`src/rtl/vitals_uart_pkg.sv`:
```
// Shared definitions for the vitals UART receive path: parity and baud
// encodings, oversampling ratio, frame terminator and assembler states.
package vitals_uart_pkg;

  localparam logic [1:0] PARITY_NONE     = 2'b00;
  localparam logic [1:0] PARITY_ODD      = 2'b01;
  localparam logic [1:0] PARITY_EVEN     = 2'b10;
  localparam logic [1:0] PARITY_NONE_ALT = 2'b11;

  localparam logic [1:0] BAUD_2400  = 2'b00;
  localparam logic [1:0] BAUD_4800  = 2'b01;
  localparam logic [1:0] BAUD_9600  = 2'b10;
  localparam logic [1:0] BAUD_19200 = 2'b11;

  localparam int BAUD_2400_HZ  = 2400;
  localparam int BAUD_4800_HZ  = 4800;
  localparam int BAUD_9600_HZ  = 9600;
  localparam int BAUD_19200_HZ = 19200;

  localparam int         OVERSAMPLE   = 16;
  localparam logic [7:0] NEWLINE_BYTE = 8'h0A;

  typedef enum logic [2:0] {
    ASM_HUNT,
    ASM_WAIT_LO,
    ASM_WAIT_HI,
    ASM_WAIT_SPO2,
    ASM_WAIT_NL
  } asm_state_t;

  function automatic int baud_hz(input logic [1:0] code);
    case (code)
      BAUD_2400:  return BAUD_2400_HZ;
      BAUD_4800:  return BAUD_4800_HZ;
      BAUD_9600:  return BAUD_9600_HZ;
      default:    return BAUD_19200_HZ;
    endcase
  endfunction

  // Clocks per oversampling tick, truncated; never below 1 so the divider
  // still advances on a clock too slow for the selected rate.
  function automatic int tick_div_for(input int clk_hz, input logic [1:0] code);
    int d;
    d = clk_hz / (baud_hz(code) * OVERSAMPLE);
    if (d < 1) d = 1;
    return d;
  endfunction

endpackage

```
`src/rtl/uart_rx_byte.sv`:
```
// Byte receiver: 2-flop synchroniser, 16x oversampling divider and the
// start/data/parity/stop bit state machine. Emits one byte per stop bit.
module uart_rx_byte
  import vitals_uart_pkg::*;
#(
  parameter int CLK_FREQ_HZ = 50_000_000
) (
  input  logic       clock,
  input  logic       rst_n,
  input  logic       data_rx,
  input  logic [1:0] parity_type,
  input  logic [1:0] baud_rate,
  output logic [7:0] rx_data,
  output logic       byte_done,
  output logic       byte_err,
  output logic       rx_active
);

  typedef enum logic [2:0] {RX_IDLE, RX_START, RX_DATA, RX_PARITY, RX_STOP} rx_state_t;

  rx_state_t   state_reg;
  logic        rx_meta_reg, rx_sync_reg, rx_prev_reg;
  logic [1:0]  warm_cnt_reg;
  logic [15:0] div_cnt_reg;
  logic [3:0]  os_cnt_reg;
  logic [2:0]  bit_idx_reg;
  logic [7:0]  shift_reg;
  logic        parity_acc_reg, parity_bad_reg;
  logic [7:0]  rx_data_reg;
  logic        byte_done_reg, byte_err_reg, rx_active_reg;

  logic [15:0] div_table [4];
  logic [15:0] tick_div;
  logic        os_tick, fall_edge, parity_on, sample;

  for (genvar gi = 0; gi < 4; gi++) begin : g_div
    assign div_table[gi] = 16'(tick_div_for(CLK_FREQ_HZ, 2'(gi)));
  end

  assign tick_div  = div_table[baud_rate];
  assign os_tick   = (div_cnt_reg == tick_div - 16'd1);
  assign parity_on = (parity_type == PARITY_ODD) || (parity_type == PARITY_EVEN);
  assign sample    = rx_sync_reg;
  // Edges are only trusted once the sync chain holds real line samples,
  // so a line that is low at reset release is not mistaken for a start bit.
  assign fall_edge = (warm_cnt_reg == 2'd3) && rx_prev_reg && !rx_sync_reg;

  // Synchronise the RX line and track its previous value for edge detection
  always_ff @(posedge clock or negedge rst_n) begin
    if (!rst_n) begin
      rx_meta_reg  <= 1'b1;
      rx_sync_reg  <= 1'b1;
      rx_prev_reg  <= 1'b1;
      warm_cnt_reg <= 2'd0;
    end else begin
      rx_meta_reg <= data_rx;
      rx_sync_reg <= rx_meta_reg;
      rx_prev_reg <= rx_sync_reg;
      if (warm_cnt_reg != 2'd3) warm_cnt_reg <= warm_cnt_reg + 2'd1;
    end
  end

  // Bit state machine: mid-bit sampling at oversampling tick 8 of each bit
  always_ff @(posedge clock or negedge rst_n) begin
    if (!rst_n) begin
      state_reg      <= RX_IDLE;
      div_cnt_reg    <= 16'd0;
      os_cnt_reg     <= 4'd0;
      bit_idx_reg    <= 3'd0;
      shift_reg      <= 8'd0;
      parity_acc_reg <= 1'b0;
      parity_bad_reg <= 1'b0;
      rx_data_reg    <= 8'd0;
      byte_done_reg  <= 1'b0;
      byte_err_reg   <= 1'b0;
      rx_active_reg  <= 1'b0;
    end else begin
      byte_done_reg <= 1'b0;
      byte_err_reg  <= 1'b0;
      if (state_reg != RX_IDLE) div_cnt_reg <= os_tick ? 16'd0 : div_cnt_reg + 16'd1;
      case (state_reg)
        RX_IDLE: begin
          if (fall_edge) begin
            state_reg     <= RX_START;
            div_cnt_reg   <= 16'd0;
            os_cnt_reg    <= 4'd0;
            rx_active_reg <= 1'b1;
          end
        end
        RX_START: begin
          if (os_tick) begin
            if (os_cnt_reg == 4'd7) begin
              os_cnt_reg <= 4'd0;
              if (sample) begin
                // Line back high at mid start bit: a glitch, not a byte
                state_reg     <= RX_IDLE;
                rx_active_reg <= 1'b0;
              end else begin
                state_reg      <= RX_DATA;
                bit_idx_reg    <= 3'd0;
                parity_acc_reg <= 1'b0;
                parity_bad_reg <= 1'b0;
              end
            end else begin
              os_cnt_reg <= os_cnt_reg + 4'd1;
            end
          end
        end
        RX_DATA: begin
          if (os_tick) begin
            os_cnt_reg <= os_cnt_reg + 4'd1;
            if (os_cnt_reg == 4'd15) begin
              shift_reg      <= {sample, shift_reg[7:1]};
              parity_acc_reg <= parity_acc_reg ^ sample;
              bit_idx_reg    <= bit_idx_reg + 3'd1;
              if (bit_idx_reg == 3'd7) state_reg <= parity_on ? RX_PARITY : RX_STOP;
            end
          end
        end
        RX_PARITY: begin
          if (os_tick) begin
            os_cnt_reg <= os_cnt_reg + 4'd1;
            if (os_cnt_reg == 4'd15) begin
              parity_bad_reg <= (parity_type == PARITY_ODD) ? ~(parity_acc_reg ^ sample)
                                                            :  (parity_acc_reg ^ sample);
              state_reg <= RX_STOP;
            end
          end
        end
        RX_STOP: begin
          if (os_tick) begin
            os_cnt_reg <= os_cnt_reg + 4'd1;
            if (os_cnt_reg == 4'd15) begin
              rx_data_reg   <= shift_reg;
              byte_done_reg <= 1'b1;
              byte_err_reg  <= parity_bad_reg | ~sample;
              rx_active_reg <= 1'b0;
              state_reg     <= RX_IDLE;
            end
          end
        end
        default: state_reg <= RX_IDLE;
      endcase
    end
  end

  assign rx_data   = rx_data_reg;
  assign byte_done = byte_done_reg;
  assign byte_err  = byte_err_reg;
  assign rx_active = rx_active_reg;

endmodule

```
`src/rtl/uart_vitals_receive.sv`:
```
// Vitals frame receiver: reassembles HR_LO, HR_HI, SpO2, 0x0A frames from
// the byte receiver and publishes them only when the whole frame is good.
// Optional inter-byte timeout is compiled in with VITALS_RX_TIMEOUT_EN.
module uart_vitals_receive
  import vitals_uart_pkg::*;
#(
  parameter int CLK_FREQ_HZ  = 50_000_000,
  parameter int TIMEOUT_BITS = 40
) (
  input  logic        clock,
  input  logic        rst_n,
  input  logic        data_rx,
  input  logic [1:0]  parity_type,
  input  logic [1:0]  baud_rate,
  output logic [15:0] heart_rate,
  output logic [7:0]  spo2,
  output logic        frame_valid,
  output logic        frame_error,
  output logic        rx_active
);

  asm_state_t  state_reg;
  logic [7:0]  rx_byte;
  logic        byte_done, byte_err, byte_good, timeout_hit;
  logic [7:0]  hr_lo_reg, hr_hi_reg, spo2_sh_reg;
  logic [15:0] heart_rate_reg;
  logic [7:0]  spo2_reg;
  logic        frame_valid_reg, frame_error_reg;

  uart_rx_byte #(.CLK_FREQ_HZ(CLK_FREQ_HZ)) u_rx_byte (
    .clock       (clock),
    .rst_n       (rst_n),
    .data_rx     (data_rx),
    .parity_type (parity_type),
    .baud_rate   (baud_rate),
    .rx_data     (rx_byte),
    .byte_done   (byte_done),
    .byte_err    (byte_err),
    .rx_active   (rx_active)
  );

  assign byte_good = byte_done & ~byte_err;

`ifdef VITALS_RX_TIMEOUT_EN
  logic [19:0] bit_div_table [4];
  logic [19:0] bit_div, bit_cnt_reg;
  logic [15:0] to_cnt_reg;
  logic        to_armed, bit_wrap;

  for (genvar gi = 0; gi < 4; gi++) begin : g_bit_div
    assign bit_div_table[gi] = 20'(tick_div_for(CLK_FREQ_HZ, 2'(gi)) * OVERSAMPLE);
  end

  assign bit_div     = bit_div_table[baud_rate];
  assign to_armed    = (state_reg == ASM_WAIT_HI) || (state_reg == ASM_WAIT_SPO2) ||
                       (state_reg == ASM_WAIT_NL);
  assign bit_wrap    = (bit_cnt_reg == bit_div - 20'd1);
  assign timeout_hit = to_armed && bit_wrap && (to_cnt_reg == 16'(TIMEOUT_BITS - 1));

  // Count bit periods since the last good byte while a frame is in progress
  always_ff @(posedge clock or negedge rst_n) begin
    if (!rst_n) begin
      bit_cnt_reg <= 20'd0;
      to_cnt_reg  <= 16'd0;
    end else if (byte_good) begin
      bit_cnt_reg <= 20'd0;
      to_cnt_reg  <= 16'd0;
    end else if (to_armed) begin
      if (bit_wrap) begin
        bit_cnt_reg <= 20'd0;
        to_cnt_reg  <= to_cnt_reg + 16'd1;
      end else begin
        bit_cnt_reg <= bit_cnt_reg + 20'd1;
      end
    end
  end
`else
  // No timeout in this build; TIMEOUT_BITS has no effect.
  assign timeout_hit = 1'b0 & (TIMEOUT_BITS != 0);
`endif

  // Frame assembler: shadow bytes until the terminator confirms the frame
  always_ff @(posedge clock or negedge rst_n) begin
    if (!rst_n) begin
      state_reg       <= ASM_HUNT;
      hr_lo_reg       <= 8'd0;
      hr_hi_reg       <= 8'd0;
      spo2_sh_reg     <= 8'd0;
      heart_rate_reg  <= 16'd0;
      spo2_reg        <= 8'd0;
      frame_valid_reg <= 1'b0;
      frame_error_reg <= 1'b0;
    end else begin
      frame_valid_reg <= 1'b0;
      frame_error_reg <= 1'b0;
      if (byte_done) begin
        if (state_reg == ASM_HUNT) begin
          if (byte_good && rx_byte == NEWLINE_BYTE) state_reg <= ASM_WAIT_LO;
        end else if (byte_err) begin
          frame_error_reg <= 1'b1;
          hr_lo_reg       <= 8'd0;
          hr_hi_reg       <= 8'd0;
          spo2_sh_reg     <= 8'd0;
          state_reg       <= ASM_HUNT;
        end else begin
          case (state_reg)
            ASM_WAIT_LO: begin
              hr_lo_reg <= rx_byte;
              state_reg <= ASM_WAIT_HI;
            end
            ASM_WAIT_HI: begin
              hr_hi_reg <= rx_byte;
              state_reg <= ASM_WAIT_SPO2;
            end
            ASM_WAIT_SPO2: begin
              spo2_sh_reg <= rx_byte;
              state_reg   <= ASM_WAIT_NL;
            end
            ASM_WAIT_NL: begin
              if (rx_byte == NEWLINE_BYTE) begin
                heart_rate_reg  <= {hr_hi_reg, hr_lo_reg};
                spo2_reg        <= spo2_sh_reg;
                frame_valid_reg <= 1'b1;
                state_reg       <= ASM_WAIT_LO;
              end else begin
                frame_error_reg <= 1'b1;
                state_reg       <= ASM_HUNT;
              end
            end
            default: state_reg <= ASM_HUNT;
          endcase
        end
      end else if (timeout_hit) begin
        frame_error_reg <= 1'b1;
        hr_lo_reg       <= 8'd0;
        hr_hi_reg       <= 8'd0;
        spo2_sh_reg     <= 8'd0;
        state_reg       <= ASM_HUNT;
      end
    end
  end

  assign heart_rate  = heart_rate_reg;
  assign spo2        = spo2_reg;
  assign frame_valid = frame_valid_reg;
  assign frame_error = frame_error_reg;

endmodule

```
`config.mk`:
```
export PLATFORM = sky130hd
export DESIGN_NAME = uart_vitals_receive
export DESIGN_NICKNAME = d
export VERILOG_FILES = /design/src/rtl/vitals_uart_pkg.sv /design/src/rtl/uart_rx_byte.sv /design/src/rtl/uart_vitals_receive.sv
export SDC_FILE = /design/constraint.sdc
export NUM_CORES = 1
export LEC_CHECK = 0
export ABC_AREA = 0
export CORE_MARGIN = 5
export CORE_UTILIZATION = 40
export DETAILED_ROUTE_END_ITERATION = 8
export PLACE_DENSITY = 0.61
export SLEW_MARGIN = 10
export SYNTH_ARGS = -nofsm -noshare
export SYNTH_HDL_FRONTEND = slang
export SYNTH_SLANG_ARGS = --single-unit
```
`constraint.sdc`:
```
create_clock -name clock -period 2.2 [get_ports clock]
set_input_delay 0.33 -clock clock [delete_from_list [all_inputs] [get_ports clock]]
set_output_delay 0.33 -clock clock [all_outputs]
set_load 0.01 [all_outputs]
```
==> CHANGELOG.md, run 1 <==
### Implementation results

* Status: complete, but fails checks
* Failing checks: negative setup slack
* WP buf/inv at 3
* Commonest Layout Cell: dfrtp_1
* Switching share of power at 0.3189
* Post-DP HPWL at 8027 um
* RR Startpoint: u_rx_byte.div_cnt_reg[12]
* Synthesized flop and latch total at 105
* Total power at 5.277 mW
* Biggest Area Class: sequential cells
* Max Freq at 382.8 MHz
* Sequential power share at 0.400
* Final setup fails at 47
* Clock buf count at 10
* Crit-path leading delay family: simple AND/OR/NAND/NOR gates
* Crit path kind: primary input to register
* R2R Setup Slk at -0.19 ns
* Inverters excl. clock at 32
* Initial detailed-routing violation count at 242
* Slew at the pin closest to its max-slew limit at 0.8020 ns
* MaxCap Viol Count at 0
* Clock buf/inv share at 0.04525
* Top cells excl fill/tap: 102 x dfrtp_1, 92 x nand2_1, 63 x buf_4
* Worst rel slew slack at 0.4597
* Ant diodes at 0
* Detail Route Antenna Nets at 0
* Logic pwr share at 0.284
* Cells in synth_stat.txt at 527
* Final non-clock buffer share at 0.1411
* Comb gates at 361
* Crit-path cells: buf_8 > clkinvlp_4 > ha_4 > or4b_4 > nor4_4 > mux2_4 > or3_4 > buf_6 > nor4_4 > mux2i_1
* Post-synth EDFFs at 0
* Die Wd at 123.4 um
* Post-Syn Area at 5145 sq um
* Tool warning count at 36
* Initial antenna violation count at 0
* Port bufs at 33
* Critical Path Source: baud_rate[0]
* Max incr delay on CP at 0.57 ns
* Share of cells above drive strength 1 at 0.2367
* Register-to-Register Path Depth at 8
* Power Density at 775.8 nW/um^2
* Io pins at 34
* Worst Hold End: u_rx_byte.rx_sync_reg
* Final Non-Filler Cells at 793
* Dominant flop cell: dfrtp_1
* Synth area leader: dfrtp_1
* Num sequential at 105
* Setup TNS Final at -13.85 ns
* Hold Violations, Final at 0
* Reg-to-Reg End: u_rx_byte.parity_acc_reg
* Fp_density at 0.4077
* Gate Count Post-Synth at 527
* Total GRT Usage at 0.1617
* Filler cells at 1,202
* CTS tree: built
* Fin area at 6803 sq um
* Yosys aoi share at 0.1221
* Most numerous cell on the critical path: nor4_4
* Commonest cells post-synth: 102 x dfrtp_1, 94 x nand2_1, 39 x o21ai_0, 31 x inv_1, 24 x nand3_1
* Layout area overhead at 32.22%
* Overflow after GRT at 0
* Final worst slack at -0.4124 ns
* Yosys top cell by instances: dfrtp_1
* Hold Path Depth at 0
* Worst Setup End Kind: register
* CP arrival at 2.89 ns
* Avg Inst Size Synth at 9.763 sq um
-- run 1: power by group through the flow --
stage / combinational, mW / sequential [mW] / clock [mW]
global route: 1.65 / 2.13 / 1.81
floorplan: 0.804 / 2.13 / 0
CTS: 1.40 / 2.11 / 1.72
detailed placement: 1.27 / 2.15 / 0
global placement: 1.24 / 2.14 / 0
finish: 1.50 / 2.11 / 1.67
-- run 1: metal layers --
metal | vias up | GRT usage | routed length, um
met5 | - | 0 | 0
met4 | 0 | 0.05952 | 129
met3 | 11 | 0.03431 | 470
met1 | 1966 | 0.2072 | 5054
met2 | 83 | 0.2695 | 5770
li1 | 2016 | - | -
-- run 1: timing repair --
action,CTS,global route
pin swaps,24,14
hold buffers,1,0
setup endpoints to repair,47,47
resized,51,22
setup buffers,7,3
endpoints found under the hold margin,26,0
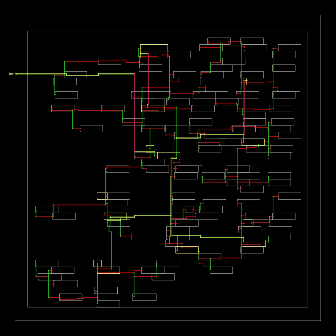
Figure 1: run 1, clock nets.
clock latency on the worst-skew pair: 0.35 ns
skew final: 0.009463 ns

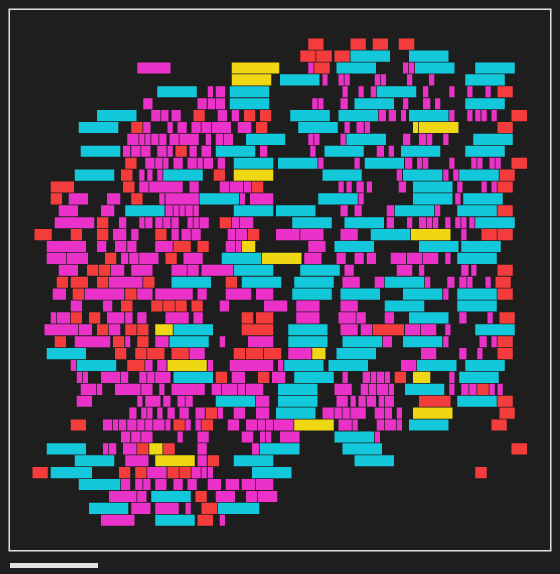
Figure 2: run 1, cell classes on the final placement.
The bar under the picture is 20 um long.
Key: clock drivers and dummy loads = yellow [cells 16, share of their area 4.7%]; flops = cyan [cells 105, share of their area 40%]; other buffers and delay cells = red [cells 107, share of their area 15%]; combinational and other logic = magenta [cells 393, share of their area 41%]
Seq area share: 0.3868
Rows: 41
share of the core filled with cells: 0.5391

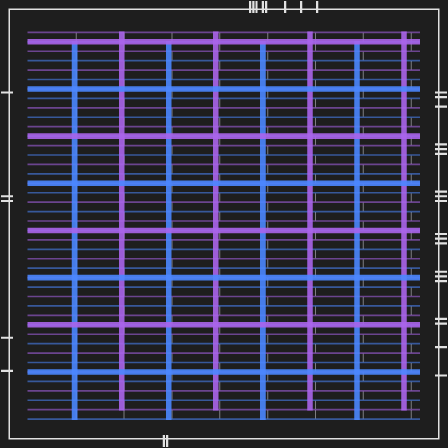
Figure 3: run 1, power grid.
Pins as bars on the die edge. Tap cells in gray.
Key: VSS = blue; VDD = purple
8 straps on met4. 42 met1 rails follow the rows.

--- run 2 (diff from run 1) ---
Settings changed: CORE_UTILIZATION 40 to 53, CTS_BUF_LIST from default to sky130_fd_sc_hd__clkbuf_16, CTS_CLUSTER_DIAMETER from default to 30, PLACE_DENSITY 0.61 to 0.77.
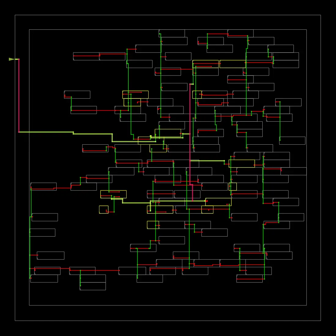
Figure 4: run 2, clock nets.
Clock Power: 1.60 mW
num sequential: 105

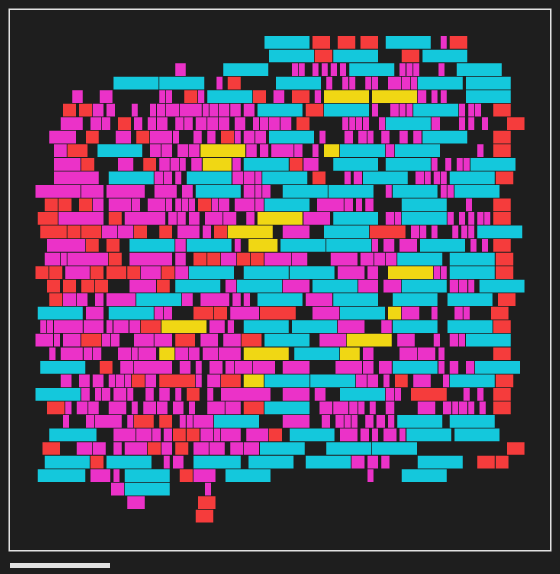
Figure 5: run 2, cell classes on the final placement.
The bar under the picture is 20 um long.
Key: other buffers and delay cells = red [cells 103, share of their area 14%]; flops = cyan [cells 105, share of their area 40%]; combinational and other logic = magenta [cells 393, share of their area 41%]; clock drivers and dummy loads = yellow [cells 16, share of their area 4.6%]
fin area: 6754 sq um
Rows: 36

==> run 2 against run 1 <==
  * Combinational power about the same
  * Largest cell class unchanged
  * The flow still finishes with violations (negative setup slack)
  * Final cell count decreased by 5.4%
  * Worst setup slack better by 0.0028 ns
==> CHANGELOG.md, run 2 <==
### Implementation results

* Top Layer Used: met4
* Postcts setup bufs at 5
* Register-to-Register Path Depth at 8
* Overflow after GRT at 0
* Comb power at 1.48 mW
* Failing checks: negative setup slack
* Ant diodes at 0
* Max incr delay on CP at 0.55 ns
* Critical Path Source: baud_rate[0]
* Yosys aoi share at 0.1221
* Commonest cells post-synth: 102 x dfrtp_1, 94 x nand2_1, 39 x o21ai_0, 31 x inv_1, 24 x nand3_1
* Cells in synth_stat.txt at 527
* Initial antenna violation count at 0
* Post-Syn Area at 5145 sq um
* Synthesized flop and latch total at 105
* Post-synth EDFFs at 0
* CP arrival at 2.84 ns
* Resize count post-CTS at 65
* Worst Setup End Kind: register
* Max Freq at 383.2 MHz
* Share of cells above drive strength 1 at 0.2447
* Detail Route Antenna Nets at 0
* GRT met1 Usage at 0.2676
* Status: complete, but fails checks
* CTS tree: built
* Power Density at 768.0 nW/um^2
* Switching share of power at 0.3309
* Fp_density at 0.5337
* Commonest Layout Cell: dfrtp_1
* Final setup fails at 47
* WL met3 at 561 um
* Initial detailed-routing violation count at 309
* Avg Inst Size Synth at 9.763 sq um
* Logic pwr share at 0.285
* Layout area overhead at 31.27%
* Yosys top cell by instances: dfrtp_1
* Hold Path Depth at 0
* Metal2 WL at 6407 um
* Skew final at 0.01097 ns
* Final worst slack at -0.4096 ns
* Crit-path leading delay family: simple AND/OR/NAND/NOR gates
* MaxCap Viol Count at 0
* Hold Violations, Final at 0
* Pwr top: registers
* Crit path kind: primary input to register
[run 2: cell counts after synthesis]
No cell type changed its count.
[run 2: cell type report]
cell class | instances | area [sq um]
flip-flops and latches | 105 | 2631
clock buffers | 9 | 225.2
well taps | 133 | 166.4
fillers | 710 | 2885
multi-input cells | 361 | 2567
clock inverters | 7 | 80.08
inverters | 32 | 130.1
repair buffers | 103 | 953.4
[run 2: worst paths after layout]
kind,endpoint,slack [ns]
worst min register to register,u_rx_byte.rx_sync_reg,0.36
min in group asynchronous,heart_rate[0],0.49
worst max register to register,u_rx_byte.rx_data[0],-0.20
worst min-delay path,u_rx_byte.rx_sync_reg,0.36
worst max-delay path,u_rx_byte.parity_acc_reg,-0.41
max in group asynchronous,u_rx_byte.rx_sync_reg,1.01
--- run 3 (diff from run 2) ---
Settings changed: CTS_BUF_LIST sky130_fd_sc_hd__clkbuf_16 to default.
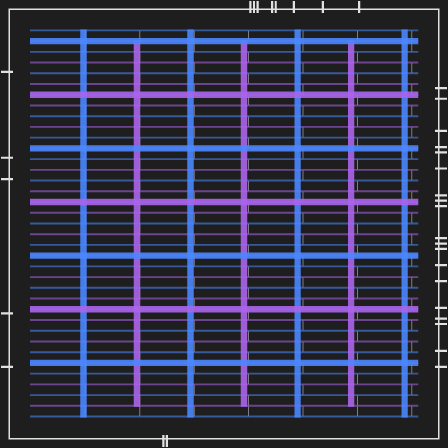
Figure 6: run 3, power grid.
Pins as bars on the die edge. Tap cells in gray.
Key: VSS = blue; VDD = purple
The core has 36 rows. 7 straps on met5. 7 straps on met4. 37 met1 rails follow the rows. 34 signal pins sit on the boundary.

==> run 3 against run 2 <==
  * The run still ends with negative setup slack left
  * Synthesized cell count is the same
  * Clock skew grew 0.0029 ns
  * Global-route usage shrank 0.56 points
  * Wire length shrank 1.0%
==> CHANGELOG.md, run 3 <==
### Implementation results

* Top cells excl fill/tap: 102 x dfrtp_1, 93 x nand2_1, 54 x buf_4
* Crit path to: u_rx_byte.shift_reg[4]
* Synth area leader: dfrtp_1
* P_seq at 2.11 mW
* Setup TNS Final at -10.90 ns
* Final Non-Filler Cells at 750
* CTS Hold Bufs at 1
* Yosys top cell by instances: dfrtp_1
* Die Wd at 108.5 um
* WP buf/inv at 7
* Comb power at 1.46 mW
* Max incr delay on CP at 0.44 ns
* Rows at 36
* Worst rel slew slack at 0.5415
* Max Freq at 389.5 MHz
* Post-DP HPWL at 8100 um
* Initial detailed-routing violation count at 275
* Most numerous cell on the critical path: buf_4
* Failing checks: negative setup slack
* Overflow after GRT at 0
* Power Density at 715.0 nW/um^2
* Ant diodes at 0
* Commonest Layout Cell: dfrtp_1
* Crit path kind: primary input to register
* CTS tree: built
* Clock Power at 1.21 mW
* Dominant flop cell: dfrtp_1
* Layout area overhead at 29.89%
* Status: complete, but fails checks
* Skew final at 0.01383 ns
* MaxCap Viol Count at 0
* Commonest cells post-synth: 102 x dfrtp_1, 94 x nand2_1, 39 x o21ai_0, 31 x inv_1, 24 x nand3_1
* Crit-path cells: buf_6 > inv_4 > buf_4 > buf_4 > ha_2 > nor3_2 > o22ai_2 > or3_4 > buf_4 > nor4b_4 > buf_6 > buf_12 > mux2_4
* Top Layer Used: met4
* Fin area at 6683 sq um
* Grt met2 use at 0.3716
* Length of routed wiring on met1 at 5103 um
* Final worst slack at -0.3675 ns
* Grt met3 use at 0.03522
* WL met3 at 516 um
* Critical Path Source: baud_rate[1]
* Initial antenna violation count at 0
* CP arrival at 2.82 ns
* Io pins at 34
* GR peak layer: met2
* Worst Hold End: u_rx_byte.rx_meta_reg
* Detail Route Antenna Nets at 0
* Fp_density at 0.5337
* Share of the core filled with cells at 0.6933
* Synthesized flop and latch total at 105
* Total power at 4.778 mW
* Logic pwr share at 0.305
* Hold Violations, Final at 0
* Register-to-Register Path Depth at 8
* Total GRT Usage at 0.2105
* Hold Path Depth at 1
* Cells in synth_stat.txt at 527
* Post-Syn Area at 5145 sq um
* Yosys aoi share at 0.1221
* GRT met1 Usage at 0.2649
* Switching share of power at 0.3487
* Sequential power share at 0.442
* Final setup fails at 47
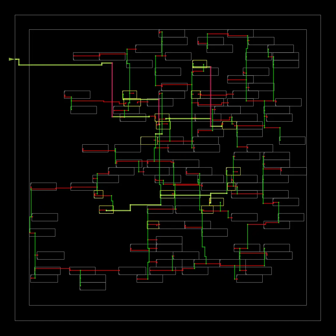
Figure 7: run 3, clock nets.
clock latency on the worst-skew pair: 0.38 ns
clock buf count: 9

==> run 3: cell counts after synthesis <==
Identical to the previous run, type by type.
==> run 3: cell families after synthesis <==
| family | count (synthesis) |
|---|---|
| flip-flops | 105 |
| AND-OR/OR-AND | 101 |
| multiplexers | 31 |
| AND/OR/NAND/NOR | 202 |
| adder cells (fa/ha/maj) | 14 |
| buffers and inverters | 61 |
| XOR/XNOR | 13 |
==> run 3: area by class of cell <==
| cell class | instances | area [sq um] |
|---|---|---|
| clock inverters | 7 | 80.08 |
| repair buffers | 103 | 965.9 |
| fillers | 742 | 2957 |
| multi-input cells | 361 | 2585 |
| well taps | 133 | 166.4 |
| inverters | 32 | 130.1 |
| clock buffers | 9 | 123.9 |
| flip-flops and latches | 105 | 2631 |
Power figures rest on the tool's default switching activity, not on a simulated workload.
